### Placement by cell class, run 1

Scale bar: 20 um.
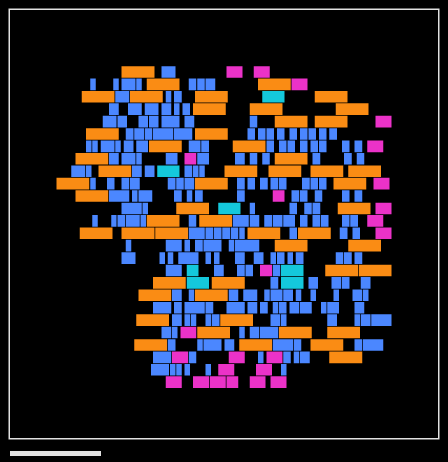
### Register map, names as in the netlist, run 1

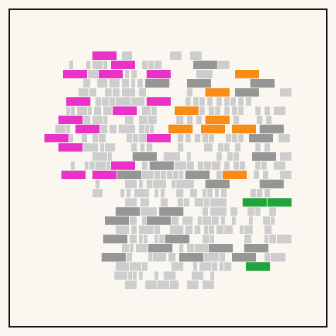
### Congestion heat map, run 1

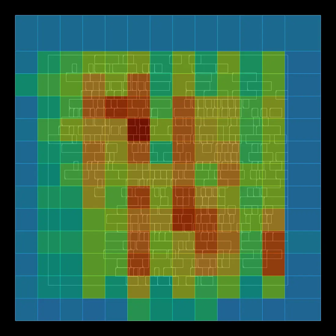
$ cat src/rtl/uart_simplex_parity_if.sv
// Handshake/data bundle for uart_simplex_parity: frame request, abort, TX word in,
// and RX word out with its one-cycle done pulse.
interface uart_simplex_parity_if;
    logic       start;
    logic       stop;
    logic [7:0] din;
    logic [7:0] dout;
    logic       done;

    modport master (output start, output stop, output din, input dout, input done);
    modport slave  (input start, input stop, input din, output dout, output done);
endinterface

$ cat src/rtl/uart_simplex_parity.sv
// Simplex UART loopback: TX serialises din onto an internal line, RX deserialises it in lockstep.
// Optional parity bit selected by macro UART_PARITY_EN (undefined: 10-bit frame, no parity).
module uart_simplex_parity #(
    parameter int unsigned CLKS_PER_BIT = 1,
    parameter bit          PARITY_ODD   = 1'b0
) (
    input logic                   clk,
    input logic                   rst,
    uart_simplex_parity_if.slave  bus
);
    typedef enum logic [2:0] {
        TX_IDLE   = 3'd0,
        TX_START  = 3'd1,
        TX_DATA   = 3'd2,
`ifdef UART_PARITY_EN
        TX_PARITY = 3'd3,
`endif
        TX_STOP   = 3'd4
    } tx_state_e;

    typedef enum logic [1:0] {
        RX_IDLE   = 2'd0,
        RX_DATA   = 2'd1,
`ifdef UART_PARITY_EN
        RX_PARITY = 2'd2,
`endif
        RX_STOP   = 2'd3
    } rx_state_e;

    localparam logic [15:0] LAST_CNT = 16'(CLKS_PER_BIT - 1);

`ifdef UART_PARITY_EN
    function automatic logic parity_of(input logic [7:0] b);
        return (^b) ^ PARITY_ODD;
    endfunction
`endif

    tx_state_e   tx_state_q, tx_state_d;
    rx_state_e   rx_state_q, rx_state_d;
    logic [15:0] cnt_q, cnt_d;
    logic [2:0]  tx_idx_q, tx_idx_d;
    logic [2:0]  rx_idx_q, rx_idx_d;
    logic [7:0]  tx_shift_q, tx_shift_d;
    logic [7:0]  rx_shift_q, rx_shift_d;
    logic        line_q, line_d;
    logic [7:0]  dout_q, dout_d;
    logic        done_q, done_d;
`ifdef UART_PARITY_EN
    logic        tx_par_q, tx_par_d;
    logic        rx_par_ok_q, rx_par_ok_d;
`endif
    logic        bit_end_s;
    logic        rx_sample_s;

    // RX samples on the last cycle of every bit period driven by the shared TX counter
    assign bit_end_s   = (cnt_q == LAST_CNT);
    assign rx_sample_s = bit_end_s && (tx_state_q != TX_IDLE);

    assign bus.dout = dout_q;
    assign bus.done = done_q;

    // TX next state, bit counter and serial line
    always_comb begin
        tx_state_d = tx_state_q;
        cnt_d      = cnt_q;
        tx_idx_d   = tx_idx_q;
        tx_shift_d = tx_shift_q;
        line_d     = line_q;
`ifdef UART_PARITY_EN
        tx_par_d   = tx_par_q;
`endif
        if (bus.stop) begin
            tx_state_d = TX_IDLE;
            cnt_d      = 16'd0;
            tx_idx_d   = 3'd0;
            line_d     = 1'b1;
        end else if (tx_state_q == TX_IDLE) begin
            cnt_d  = 16'd0;
            line_d = 1'b1;
            if (!bus.start) begin
                tx_shift_d = bus.din;
`ifdef UART_PARITY_EN
                tx_par_d   = parity_of(bus.din);
`endif
                tx_idx_d   = 3'd0;
                line_d     = 1'b0;
                tx_state_d = TX_START;
            end else begin
                tx_state_d = TX_IDLE;
            end
        end else if (!bit_end_s) begin
            cnt_d = cnt_q + 16'd1;
        end else begin
            cnt_d = 16'd0;
            case (tx_state_q)
                TX_START: begin
                    tx_state_d = TX_DATA;
                    line_d     = tx_shift_q[0];
                end
                TX_DATA: begin
                    tx_shift_d = {1'b0, tx_shift_q[7:1]};
                    tx_idx_d   = tx_idx_q + 3'd1;
                    if (tx_idx_q == 3'd7) begin
`ifdef UART_PARITY_EN
                        tx_state_d = TX_PARITY;
                        line_d     = tx_par_q;
`else
                        tx_state_d = TX_STOP;
                        line_d     = 1'b1;
`endif
                    end else begin
                        line_d = tx_shift_q[1];
                    end
                end
`ifdef UART_PARITY_EN
                TX_PARITY: begin
                    tx_state_d = TX_STOP;
                    line_d     = 1'b1;
                end
`endif
                TX_STOP: begin
                    tx_state_d = TX_IDLE;
                    line_d     = 1'b1;
                end
                default: begin
                    tx_state_d = TX_IDLE;
                    line_d     = 1'b1;
                end
            endcase
        end
    end

    // RX next state, word assembly and done/dout update
    always_comb begin
        rx_state_d  = rx_state_q;
        rx_idx_d    = rx_idx_q;
        rx_shift_d  = rx_shift_q;
        dout_d      = dout_q;
        done_d      = 1'b0;
`ifdef UART_PARITY_EN
        rx_par_ok_d = rx_par_ok_q;
`endif
        if (bus.stop) begin
            rx_state_d = RX_IDLE;
            rx_idx_d   = 3'd0;
        end else if (rx_sample_s) begin
            case (rx_state_q)
                RX_IDLE: begin
                    if (!line_q) begin
                        rx_state_d = RX_DATA;
                        rx_idx_d   = 3'd0;
                    end else begin
                        rx_state_d = RX_IDLE;
                    end
                end
                RX_DATA: begin
                    rx_shift_d = {line_q, rx_shift_q[7:1]};
                    rx_idx_d   = rx_idx_q + 3'd1;
                    if (rx_idx_q == 3'd7) begin
`ifdef UART_PARITY_EN
                        rx_state_d = RX_PARITY;
`else
                        rx_state_d = RX_STOP;
`endif
                    end else begin
                        rx_state_d = RX_DATA;
                    end
                end
`ifdef UART_PARITY_EN
                RX_PARITY: begin
                    rx_par_ok_d = (line_q == parity_of(rx_shift_q));
                    rx_state_d  = RX_STOP;
                end
`endif
                RX_STOP: begin
`ifdef UART_PARITY_EN
                    if (line_q && rx_par_ok_q) begin
`else
                    if (line_q) begin
`endif
                        dout_d = rx_shift_q;
                        done_d = 1'b1;
                    end else begin
                        dout_d = dout_q;
                    end
                    rx_state_d = RX_IDLE;
                end
                default: begin
                    rx_state_d = RX_IDLE;
                end
            endcase
        end else begin
            rx_state_d = rx_state_q;
        end
    end

    // State and datapath registers with synchronous reset
    always_ff @(posedge clk) begin
        if (rst) begin
            tx_state_q  <= TX_IDLE;
            rx_state_q  <= RX_IDLE;
            cnt_q       <= 16'd0;
            tx_idx_q    <= 3'd0;
            rx_idx_q    <= 3'd0;
            tx_shift_q  <= 8'h00;
            rx_shift_q  <= 8'h00;
            line_q      <= 1'b1;
            dout_q      <= 8'h00;
            done_q      <= 1'b0;
`ifdef UART_PARITY_EN
            tx_par_q    <= 1'b0;
            rx_par_ok_q <= 1'b0;
`endif
        end else begin
            tx_state_q  <= tx_state_d;
            rx_state_q  <= rx_state_d;
            cnt_q       <= cnt_d;
            tx_idx_q    <= tx_idx_d;
            rx_idx_q    <= rx_idx_d;
            tx_shift_q  <= tx_shift_d;
            rx_shift_q  <= rx_shift_d;
            line_q      <= line_d;
            dout_q      <= dout_d;
            done_q      <= done_d;
`ifdef UART_PARITY_EN
            tx_par_q    <= tx_par_d;
            rx_par_ok_q <= rx_par_ok_d;
`endif
        end
    end
endmodule

$ cat src/flat_wrapper.sv
// flat-port wrapper written by rule: the top's interface ports become plain ports
module uart_simplex_parity_flat 
#(
    parameter int unsigned CLKS_PER_BIT = 1,
    parameter bit          PARITY_ODD   = 1'b0
)
  (clk, rst, bus_start, bus_stop, bus_din, bus_dout, bus_done);
  uart_simplex_parity_if bus_i ();
  input logic clk;
  input logic rst;
  input wire logic [$bits(bus_i.start)-1:0] bus_start;
  input wire logic [$bits(bus_i.stop)-1:0] bus_stop;
  input wire logic [$bits(bus_i.din)-1:0] bus_din;
  output wire logic [$bits(bus_i.dout)-1:0] bus_dout;
  output wire logic [$bits(bus_i.done)-1:0] bus_done;
  assign bus_i.start = bus_start;
  assign bus_i.stop = bus_stop;
  assign bus_i.din = bus_din;
  assign bus_dout = bus_i.dout;
  assign bus_done = bus_i.done;
  uart_simplex_parity #(.CLKS_PER_BIT(CLKS_PER_BIT), .PARITY_ODD(PARITY_ODD)) u_core (.clk(clk), .rst(rst), .bus(bus_i));
endmodule
$ cat config.mk
export PLATFORM = sky130hd
export DESIGN_NAME = uart_simplex_parity_flat
export DESIGN_NICKNAME = d
export VERILOG_FILES = /design/src/rtl/uart_simplex_parity_if.sv /design/src/rtl/uart_simplex_parity.sv /design/src/flat_wrapper.sv
export SDC_FILE = /design/constraint.sdc
export NUM_CORES = 1
export LEC_CHECK = 0
export ABC_AREA = 0
export CAP_MARGIN = 20
export CORE_MARGIN = 10
export CORE_UTILIZATION = 45
export CTS_BUF_LIST = sky130_fd_sc_hd__clkbuf_8
export CTS_CLUSTER_SIZE = 40
export DETAILED_ROUTE_END_ITERATION = 6
export HOLD_SLACK_MARGIN = 0.06
export PLACE_DENSITY = 0.73
export SYNTH_ARGS = -nofsm -noshare
export SYNTH_HDL_FRONTEND = slang
export SYNTH_SLANG_ARGS = --single-unit
$ cat constraint.sdc
create_clock -name clk -period 4.4 [get_ports clk]
set_clock_uncertainty 0.1 [all_clocks]
set_input_delay 0.66 -clock clk [delete_from_list [all_inputs] [get_ports clk]]
set_output_delay 0.66 -clock clk [all_outputs]
set_load 0.05 [all_outputs]
==> results.json, run 1 <==
{
  "synth_seq_share": 0.433,
  "drtPass1Iterations": 4,
  "synth_area_leader_cell": "dfxtp_1",
  "crit_arrival_ns": 2.80,
  "power.share.clock": 0.345,
  "switchingPower_mw": 0.186,
  "async_reset_ff_frac": 0,
  "mostFrequentLayoutCells": "53 x dfxtp_1, 32 x a21oi_1, 29 x nand3_1, 26 x nand2_1, 23 x o21ai_0",
  "clockBufferDepth": 2,
  "yosys_most_used_dff": "dfxtp_1",
  "endpoint_kind": "flip-flop",
  "r2r_cells": 4,
  "yosys.area_share.aoi": 0.150,
  "final_cells": 378,
  "warnings": 27,
  "htreeDepth": 2,
  "clock_tree.root_cell": "clkbuf_8",
  "die_h_um": 93.8,
  "routedWlPerCell_um": 13.8,
  "drtIter0Drc": 145,
  "drcViolationCount": 0,
  "synth_cells": 294,
  "yosys.area_share.simple": 0.267,
  "hpwl_um": 3570,
  "grt_pass1_vias": 1993,
  "status": "complete, no violations",
  "postRouteAntennaNets": 0,
  "comb_power_share": 0.057,
  "fin_nets": 326,
  "crit_slowest_cell": "or4_4",
  "crit_chain": "or4_1 > or4_4 > a211o_1 > mux2_1"
}
Notes on 'Placement by cell class' above:
class	color	cells	share of their area
all other logic	blue	224	49%
clock drivers and dummy loads	cyan	7	3.3%
other buffers and delay cells	magenta	24	8.5%
flip-flops	orange	53	39%
Cell Rows: 26
post-route cell area: 2790 um2
final core utilization: 0.535

Notes on 'Register map, names as in the netlist' above:
netlist name	color	sequential cells
`u_core.cnt_q`	magenta	16
`u_core.tx_idx_q`	green	3
`u_core.rx_shift_q`	orange	8
not colored	26
Sequential Area: 1060 um2
flop share of the area: 0.381
sequential cell power: 0.488 mW

Notes on 'Congestion heat map' above:
GR Layer Usage met1: 0.148
GRT met3 Usage: 0.0328
GRT met2 Usage: 0.205
global route hottest layer: met2

## run 1: worst max-delay path, delay by kind of cell, from the launching register on
family / cells / cell delay, ns
and+or+nand+nor: 2 / 1.31
muxes: 1 / 0.35
AOI/OAI and AO/OA: 1 / 0.46
DFF: 1 / 0.37
## run 1: metal layers
metal / part of all wire / GRT usage / vias up
met1: 0.47 / 0.148 / 982
li1: - / - / 1073
met4: 0.0094 / 0.0354 / 0
met3: 0.040 / 0.0328 / 7
met2: 0.48 / 0.205 / 37
met5: 0 / 0 / -
## run 1: final cells by class
cell class	count	area, um2	share of cell area
tap	70	87.6	0.0314
timing repair buffer	24	230	0.0826
clock buffer	6	82.6	0.0296
clock inverter	1	7.51	0.00269
sequential	53	1060	0.381
multi-input combinational	217	1290	0.463
inverter	7	26.3	0.00943
==> inputs of run 2 (changes only) <==
--- a/config.mk
+++ b/config.mk
@@ -13,7 +13,7 @@
 export CTS_CLUSTER_SIZE = 40
 export DETAILED_ROUTE_END_ITERATION = 6
 export HOLD_SLACK_MARGIN = 0.06
-export PLACE_DENSITY = 0.73
+export PLACE_DENSITY = 0.75
 export SYNTH_ARGS = -nofsm -noshare
 export SYNTH_HDL_FRONTEND = slang
 export SYNTH_SLANG_ARGS = --single-unit
==> constraint.sdc (replaced) <==
create_clock -name clk -period 2.3 [get_ports clk]
set_clock_uncertainty 0.1 [all_clocks]
set_input_delay 0.345 -clock clk [delete_from_list [all_inputs] [get_ports clk]]
set_output_delay 0.345 -clock clk [all_outputs]
set_load 0.05 [all_outputs]
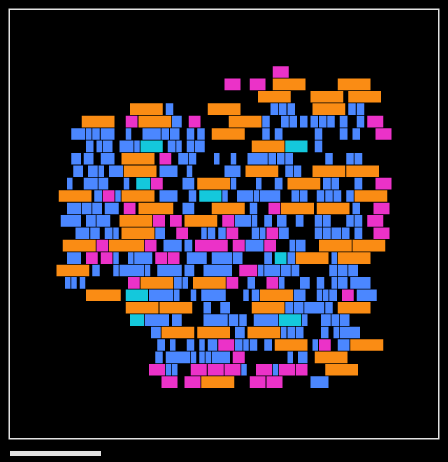
*Placement by cell class, run 2*
Scale bar: 20 um.
class	color	cells	share of their area
flip-flops	orange	53	36%
clock drivers and dummy loads	cyan	8	3.1%
all other logic	blue	224	46%
other buffers and delay cells	magenta	50	15%
flop share of the area: 0.347
final core utilization: 0.590
post-route cell area: 3070 um2

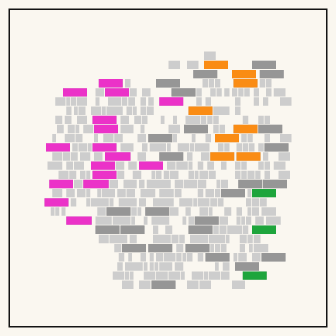
*Register map, names as in the netlist, run 2*
netlist name	color	sequential cells
`u_core.cnt_q`	magenta	16
`u_core.rx_shift_q`	orange	8
`u_core.tx_idx_q`	green	3
not colored	26
Sequential Area: 1060 um2
sequential cell power: 0.935 mW

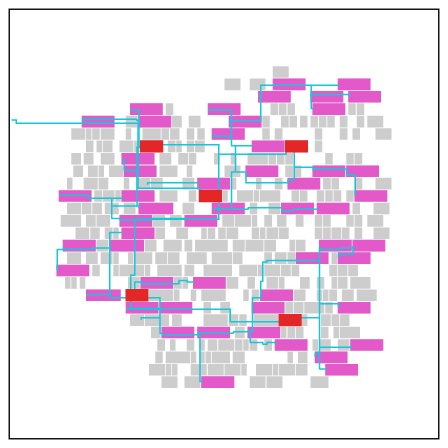
*Routed clock nets over the placement, run 2*
[clock wires] cyan | length: 657 um
[cells driving clock nets] red | count: 5
[flip-flops] magenta | count: 53
routed clock nets	6
Clock Power Share: 0.350
clock-net power: 0.561 mW
Insertion Delay late pin: 0.32 ns

==> run 2 against run 1 <==
  * The flow now finishes with violations (negative setup slack)
  * Combinational power up 130%
  * Cell area increased by 10%
  * Synthesized cell count did not move
  * Via count grew 4.7%
  * Largest cell class unchanged
  * Critical path type unchanged
  * Die size did not move
  * Sequential cell count unchanged
  * Clock-buffer cell count down 1
  * Hold slack gained 0.013 ns
  * Final cell count grew 7.1%
  * Sequential share of layout area down 3.4 points
  * Worst setup slack got worse by 1.8 ns
  * First-iteration DRC count decreased by 51%
==> results.json, run 2 <==
{
  "status": "complete, but fails checks",
  "violations": "negative setup slack",
  "row_count": 26,
  "synth_area_leader_cell": "dfxtp_1",
  "routedWlPerCell_um": 13.8,
  "warnings": 29,
  "grt.busiest_layer": "met2",
  "hpwl_um": 3920,
  "synth_cells": 294,
  "mostFrequentLayoutCells": "50 x dfxtp_1, 32 x a21oi_1, 29 x nand3_1, 28 x buf_4, 26 x nand2_1",
  "grt_use_met2": 0.215,
  "htreeDepth": 2,
  "r2r_cells": 4,
  "yosys.area_share.simple": 0.267,
  "path_delay_family": "simple AND/OR/NAND/NOR gates",
  "yosys_most_used_dff": "dfxtp_1",
  "wirelength_met1_um": 2510,
  "wl_met2_um": 2800,
  "yosys.area_share.aoi": 0.150,
  "gr-usage-met1": 0.153,
  "grt_pass1_vias": 2051,
  "switchingPower_mw": 0.399,
  "finalWorstSetupSlack_ns": -0.0643,
  "die_h_um": 93.8,
  "grt.met3_usage": 0.0376,
  "setup_violations": 8,
  "fin_nets": 352,
  "drtIter0Drc": 71,
  "crit_chain": "or4_4 > or4_4 > a211o_4 > mux2_4",
  "drcViolationCount": 0
}
-- run 2: repair_timing --
| action | CTS | global route |
|---|---|---|
| setup endpoints to repair | 8 | 9 |
| gates resized | 0 | 18 |
| buffers inserted | 0 | 1 |
| pin swaps | 0 | 3 |
-- run 2: area by class of cell --
cell class	instances	area, um2	share of cell area
clock buffer	5	68.8	0.0224
tap	70	87.6	0.0285
timing repair buffer	50	442	0.144
clock inverter	3	25.0	0.00815
multi-input combinational	217	1360	0.442
inverter	7	26.3	0.00856
sequential	53	1060	0.347
-- run 2: stage by stage --
stage                      util  setup TNS, ns
after floorplan               -              0
after global placement    0.560        -0.0625
after detailed placement  0.560         -0.286
after CTS                 0.578         -0.392
after global routing      0.590         -0.786
final                     0.590         -0.428
==> inputs of run 3 (changes only) <==
--- a/config.mk
+++ b/config.mk
@@ -14,6 +14,7 @@
 export DETAILED_ROUTE_END_ITERATION = 6
 export HOLD_SLACK_MARGIN = 0.06
 export PLACE_DENSITY = 0.75
+export REMOVE_ABC_BUFFERS = 1
 export SYNTH_ARGS = -nofsm -noshare
 export SYNTH_HDL_FRONTEND = slang
 export SYNTH_SLANG_ARGS = --single-unit
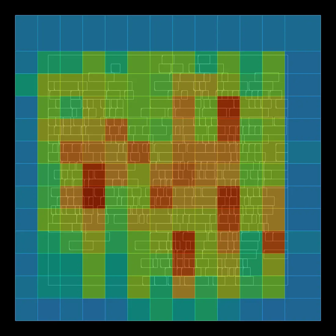
*Congestion heat map, run 3*
final core utilization: 0.619
GRT met3 Usage: 0.0272
GRT met2 Usage: 0.236
GR Layer Usage met1: 0.157

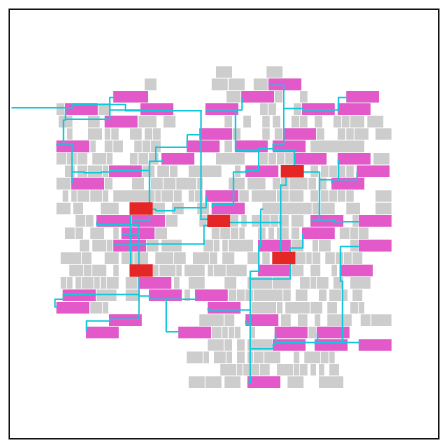
*Routed clock nets over the placement, run 3*
[clock wires] cyan | length: 627 um
[flip-flops] magenta | count: 53
[cells driving clock nets] red | count: 5
routed clock nets	6
Insertion Delay late pin: 0.31 ns
Clock Power Share: 0.383
clock-net power: 0.646 mW

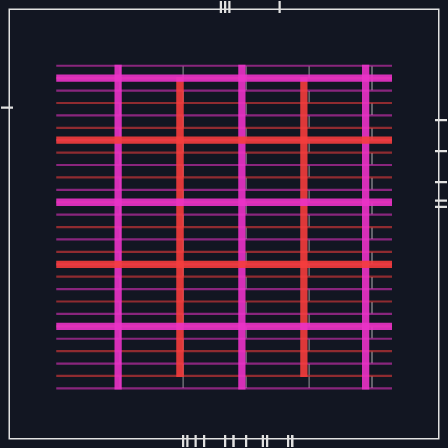
*PDN straps and rails, run 3*
Pins as bars on the die edge. Tap cells in gray.
net	color
VDD	red
VSS	magenta
signal pins	21
met4 straps	5
rows	26
Die Ht: 93.8 um
Peak VDD IR: 323 uV
core area: 5200 um2

==> run 3 against run 2 <==
  * Clock-buffer cell count unchanged
  * Synthesized cell count unchanged
  * Global-route usage up 0.47 points
  * Critical path type unchanged
  * Critical endpoint unchanged
  * Largest cell class unchanged
  * Maximum frequency down 1.4%
  * Sequential share of layout area down 1.7 points
  * Critical path depth unchanged
  * Worst setup slack worse by 0.034 ns
  * Routed wire length up 3.3%
  * Non-clock buffer count up 8
  * The flow still finishes with violations (negative setup slack)
==> results.json, run 3 <==
{
  "drtIter0Drc": 129,
  "status": "complete, but fails checks",
  "wirelength_met1_um": 2490,
  "clockBufferDepth": 2,
  "xor_share": 0.0357,
  "crit_chain": "or4_4 > or4_4 > a211o_4 > mux2_4",
  "relSlewSlack": 0.664,
  "final_cells": 413,
  "violations": "negative setup slack",
  "warnings": 28,
  "yosys.area_share.simple": 0.267,
  "mostFrequentLayoutCells": "51 x dfxtp_1, 32 x a21oi_1, 32 x buf_4, 28 x nand3_1, 26 x nand2_1",
  "tns_ns": -0.815,
  "stdcell_area_um2": 3220,
  "setup_violations": 19,
  "grt_usage": 0.133,
  "hp-class": "reg2reg",
  "drt-vias-per-instance": 5.47,
  "path_delay_family": "simple AND/OR/NAND/NOR gates",
  "yosys.area_share.aoi": 0.150,
  "place_congestion": 0.795,
  "r2r_cells": 4,
  "grt_pass1_vias": 2169,
  "drive_above_1_share": 0.213,
  "yosys_most_used_dff": "dfxtp_1",
  "n_antenna_cell": 0,
  "drcViolationCount": 0,
  "path_max_fanout": 6,
  "r2r_slack_ns": -0.1,
  "most_common_cell": "dfxtp_1",
  "routedWlPerCell_um": 14.0,
  "hpwl_um": 3980,
  "synth_cells": 294,
  "cts_made_buffers": 5,
  "row_count": 26,
  "finalWorstSetupSlack_ns": -0.0978,
  "synth_area_um2": 2450,
  "post_cts_resized": 23,
  "cts_setup_buffers": 4,
  "async_reset_ff_frac": 0,
  "fin_nets": 360,
  "htreeDepth": 2,
  "synth_area_leader_cell": "dfxtp_1",
  "grt_pass1_wl_um": 9780,
  "ys_cells": 294,
  "power-per-cell-area_nw_per_um2": 524,
  "grt.busiest_layer": "met2",
  "clock_tree.root_cell": "clkbuf_8",
  "wl_met2_um": 3010
}
[run 3: cell counts after synthesis]
No cell type changed its count.
[run 3: final cells by class]
cell class / instances / area (um2) / area share
Sequential cell: 53 / 1060 / 0.330
Clock inverter: 3 / 46.3 / 0.0144
Tap cell: 70 / 87.6 / 0.0272
Timing Repair Buffer: 58 / 556 / 0.172
Multi-Input combinational cell: 217 / 1370 / 0.426
Clock buffer: 5 / 68.8 / 0.0214
Inverter: 7 / 26.3 / 0.00816
[run 3: report_power, final]
part	leakage (nW)	internal [mW]	total, mW	switching, mW
clock	0.0543	0.326	0.646	0.320
combinational	0.736	0.0540	0.107	0.0533
sequential	0.429	0.927	0.934	0.00713
total	1.22	1.31	1.69	0.380
Power figures rest on the tool's default switching activity, not on a simulated workload.
